==> run_1/final_congestion.png <==
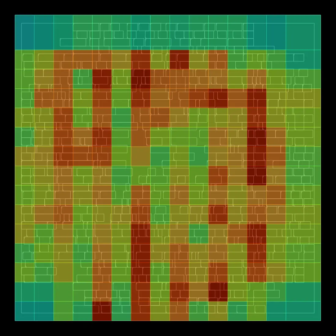
==> run_1/gate_families.png <==
Scale: 2 px per um.
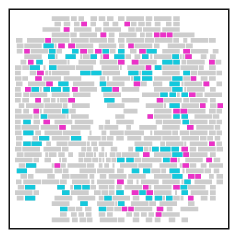
==> run_1/registers.png <==
Scale: 4 px per um. Other sequential cells in the stronger gray, the rest of the logic in the fainter gray.
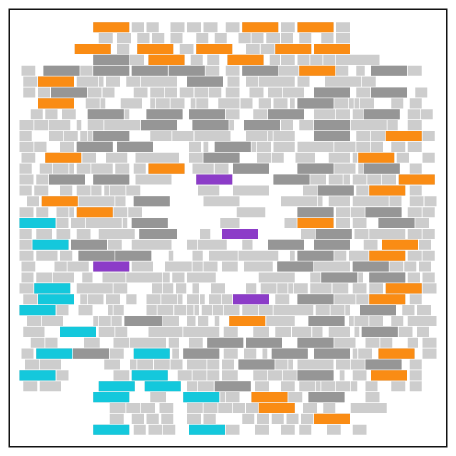
==> config.mk <==
export PLATFORM = sky130hd
export DESIGN_NAME = sram_access_ctrl
export DESIGN_NICKNAME = d
export VERILOG_FILES = /design/src/rtl/sram_access_ctrl.sv
export SDC_FILE = /design/constraint.sdc
export NUM_CORES = 1
export LEC_CHECK = 0
export CAP_MARGIN = 40
export CORE_MARGIN = 2
export CORE_UTILIZATION = 45
export DETAILED_ROUTE_END_ITERATION = 10
export GPL_ROUTABILITY_DRIVEN = 0
export HOLD_SLACK_MARGIN = 0.03
export PLACE_DENSITY = 0.87
export SYNTH_ARGS = -nofsm -noshare
export SYNTH_HDL_FRONTEND = slang
export SYNTH_SLANG_ARGS = --single-unit
==> constraint.sdc <==
create_clock -name clk -period 2 [get_ports clk]
set_clock_uncertainty 0.2 [all_clocks]
set_input_delay 0.5 -clock clk [delete_from_list [all_inputs] [get_ports clk]]
set_output_delay 0.5 -clock clk [all_outputs]
set_load 0.02 [all_outputs]
==> results.tsv, run 1 <==
metric	value	unit
worst_pin_slew	514	ps
nonClkBufAreaFrac	0.288	
yosysCellCount	355	
vias_per_cell	5.59	
worst_slack	-61.6	ps
failed_checks	setup timing	
setup_viol	3	
yosysTopAreaCellShare	0.605	
synthCells	355	
post_cts_buffers	2	
finalClockPeriodUsage	1.03	
final_hold_viol_count	0	
topCombFamilyByArea	multiplexers	
clk_share	0.0726	
crit_arrival	1360	ps
dr.pass1.iters	4	
num-nonclk-buffers	222	
cts_hold_buf	1	
grt_start_max_net_pins	59	
outcome	finished with violations	
num_rows	38	
htree_levels	4	
fp_util	0.460	
About final_congestion.png:
Total Routing Usage GR: 0.242
wire length per cell: 20.5 um
met2 Use GR: 0.391
GR peak layer: met2
grt met1 use: 0.298

About gate_families.png:
AND-OR and OR-AND gates: drawn in magenta, cells 65, most used a22o_1, where all over the die. multiplexers: drawn in cyan, cells 84, most used mux2i_1, where all over the die.
multi-input gate share of total cell area: 0.242
Non-Filler Instances: 720

About registers.png:
be_q: drawn in purple, sequential cells 4, where center. sram_address: drawn in cyan, sequential cells 16, where south-west. rsp_rdata: drawn in orange, sequential cells 32, where all over the die.
Another 68 sequential cells are not colored.
Reg area: 3010 um^2
Seq. pwr: 4.38 mW
sequential share of cell area: 0.374
Layout Utilization: 0.744

==> run 1: power by group <==
| group | internal, mW | leakage (nW) | switching (mW) | total [mW] |
|---|---|---|---|---|
| combinational | 3.09 | 2.09 | 2.61 | 5.71 |
| sequential | 3.54 | 1.49 | 0.836 | 4.38 |
| clock | 1.93 | 0.291 | 1.03 | 2.95 |
==> run 1: per-layer routing <==
layer	up-vias	GRT usage	share of wire
li1	1762	-	-
met3	22	0.0777	0.071
met2	185	0.391	0.50
met4	0	0.103	0.015
met1	2054	0.298	0.41
met5	-	0	0
==> run 1: synth_stat cells, drive strengths merged <==
| cell type | number |
|---|---|
| nand2b | 1 |
| nor4b | 1 |
| a22o | 33 |
| o21ai | 2 |
| and3 | 1 |
| o221ai | 1 |
| buf | 20 |
| nor3b | 1 |
| inv | 4 |
| nand3b | 1 |
| clkbuf | 9 |
| or3b | 1 |
| a221o | 32 |
| a21oi | 1 |
| mux2 | 52 |
| or4 | 1 |
| nor3 | 3 |
| nor2 | 36 |
| a41oi | 2 |
| dfrtp | 120 |
| mux2i | 32 |
| nand3 | 1 |
==> run 1: stage by stage <==
stage | area, um^2 | util | instances
finish | 8030 | 0.744 | 720
global route | 8030 | 0.744 | 720
CTS | 7700 | 0.713 | 703
detailed placement | 7070 | 0.655 | 668
global placement | 7070 | 0.655 | 668
floorplan | 4960 | - | 355
==> run 1: cells in the final DEF (no fill, tap or decap), types with 3 or more instances in the layout <==
master and instances:
buf_16 3, nor2_1 34, clkbuf_16 24, a22o_1 33, buf_4 26, dfrtp_1 118, dlygate4sd2_1 80, mux2_2 19
inv_1 3, a221o_1 32, mux2i_1 32, buf_12 7, clkbuf_8 6, clkdlybuf4s50_1 89, mux2_4 31, buf_6 7
clkinv_2 5
## Run 2: what changed since run 1
--- a/config.mk
+++ b/config.mk
@@ -12,6 +12,7 @@
 export GPL_ROUTABILITY_DRIVEN = 0
 export HOLD_SLACK_MARGIN = 0.03
 export PLACE_DENSITY = 0.87
+export SETUP_SLACK_MARGIN = 0.2
 export SYNTH_ARGS = -nofsm -noshare
 export SYNTH_HDL_FRONTEND = slang
 export SYNTH_SLANG_ARGS = --single-unit
==> run_2/zoom.png <==
Window x 69 to 94, y 69 to 94 um. Cells in gray, sequential cells in the stronger gray; small squares are vias.
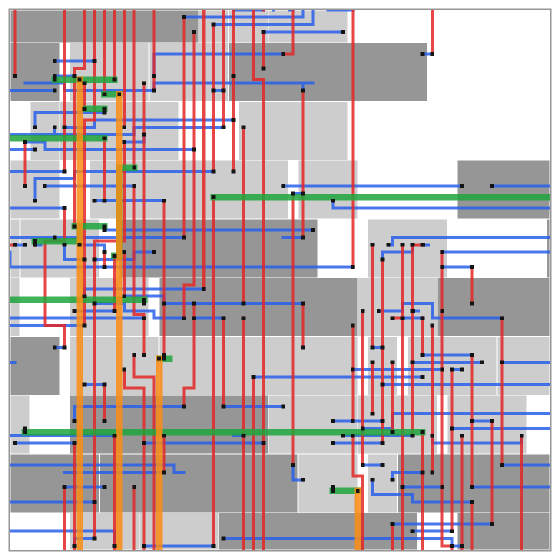
met3: drawn in green. met1: drawn in blue. met2: drawn in red. met4: drawn in orange.
38 logic cells have their middle in the window. Sequential cells in the window: 9. Most frequent: dfrtp_1 (9), nor2_1 (5).

==> results.tsv, run 2 <==
metric	value	unit
num_rows	38	
failed_checks	setup timing	
final_hold_viol_count	0	
crit_arrival	1340	ps
worst_pin_slew	520	ps
clockBufferDepth	2	
clock_tree.root_cell	clkbuf_8	
seqCellArea	3000	um^2
worst_slack	-44.8	ps
common_cells	dfrtp_1, mux2_2, nor2_1	
yosysCellCount	355	
flop_cell	dfrtp_1	
grt_util_all_layers	0.263	
fin_util	0.723	
stdcell_count	734	
htree_levels	4	
layout_top_cells	dfrtp_1, clkdlybuf4s50_1, buf_4, buf_2, mux2_2	
edf_count	0	
die_y	109	um
dp.cells	674	
area.combinational	1820	um^2
lay_top_count	dfrtp_1	
grt_start_max_net_pins	40	
cp_cell_sequence	nor3_2 -> buf_4	
area_leaders	dfrtp_1, mux2_2, a221o_1	
fp_util	0.460	
dp_hpwl	9.86	mm
crit_path_end_kind	primary output	
report.final.slew_viol_count	0	
fmax	489	MHz
synth_dominant_cell_count	dfrtp_1	
yosysTopAreaCellShare	0.605	
vias_per_cell	5.59	
outcome	finished with violations	
start_kind	register	
synthCells	355	
cts.sinks	120	
dr.pass1.iters	4	
finalClockPeriodUsage	1.02	
hold_class	input pin to async pin	
async_flop_share	1.00	
core	10800	um^2
setup_viol	36	
fin_nets	672	
numCtsBuffers	17	
detail_route.wl_per_cell	20.5	um
[run 2: metal layers]
layer  share of wire  track usage  vias up
li1                -            -     1790
met1            0.38        0.321     2077
met2            0.52        0.436      198
met3           0.074       0.0723       40
met4           0.029        0.120        0
met5               0            0        -
[run 2: logic make-up (layout without fill, tap and decap cells)]
kind of cell,count (synthesis),after routing,synth area share
AND-OR/OR-AND,71,71,0.131
buffers and inverters,33,272,0.0355
flip-flops,120,120,0.605
multiplexers,84,84,0.183
AND/OR/NAND/NOR,47,47,0.0459
[run 2: timing repair]
action,4_1_cts,5_1_grt
setup endpoints to repair,184,148
buffers inserted,10,15
hold buffers,1,0
endpoints found under the hold margin,43,0
pin swaps,2,0
resized,365,42
gates cloned,2,0
[run 2: layout make-up]
type,instances,share of cell area
Clock buffer,21,0.0588
Clock inverter,11,0.0186
Inverter,4,0.00192
Multi-Input combinational cell,202,0.233
Sequential cell,120,0.385
Tap cell,140,0.0224
Timing Repair Buffer,236,0.281
[run 2: through the flow]
| stage | setup WS, ps | area (um^2) | total power, mW | hold slack (ps) | setup TNS [ps] |
|---|---|---|---|---|---|
| final | -44.8 | 7810 | 13.1 | 259 | -641 |
| after global routing | -102 | 7810 | 13.7 | 276 | -3240 |
| after CTS | -48.5 | 7570 | 12.7 | 246 | -449 |
| after detailed placement | -309 | 7140 | 9.85 | 252 | -24460 |
| after global placement | -232 | 7140 | 9.61 | 252 | -18370 |
| after floorplan | 191 | 4970 | 7.14 | 4.41 | 0 |
[run 2: where the power goes]
group	switching [mW]	internal (mW)	total, mW
sequential	0.841	3.53	4.38
combinational	2.59	3.00	5.59
clock	1.11	2.00	3.10
total	4.54	8.53	13.1
Power and IR drop assume default switching activity.
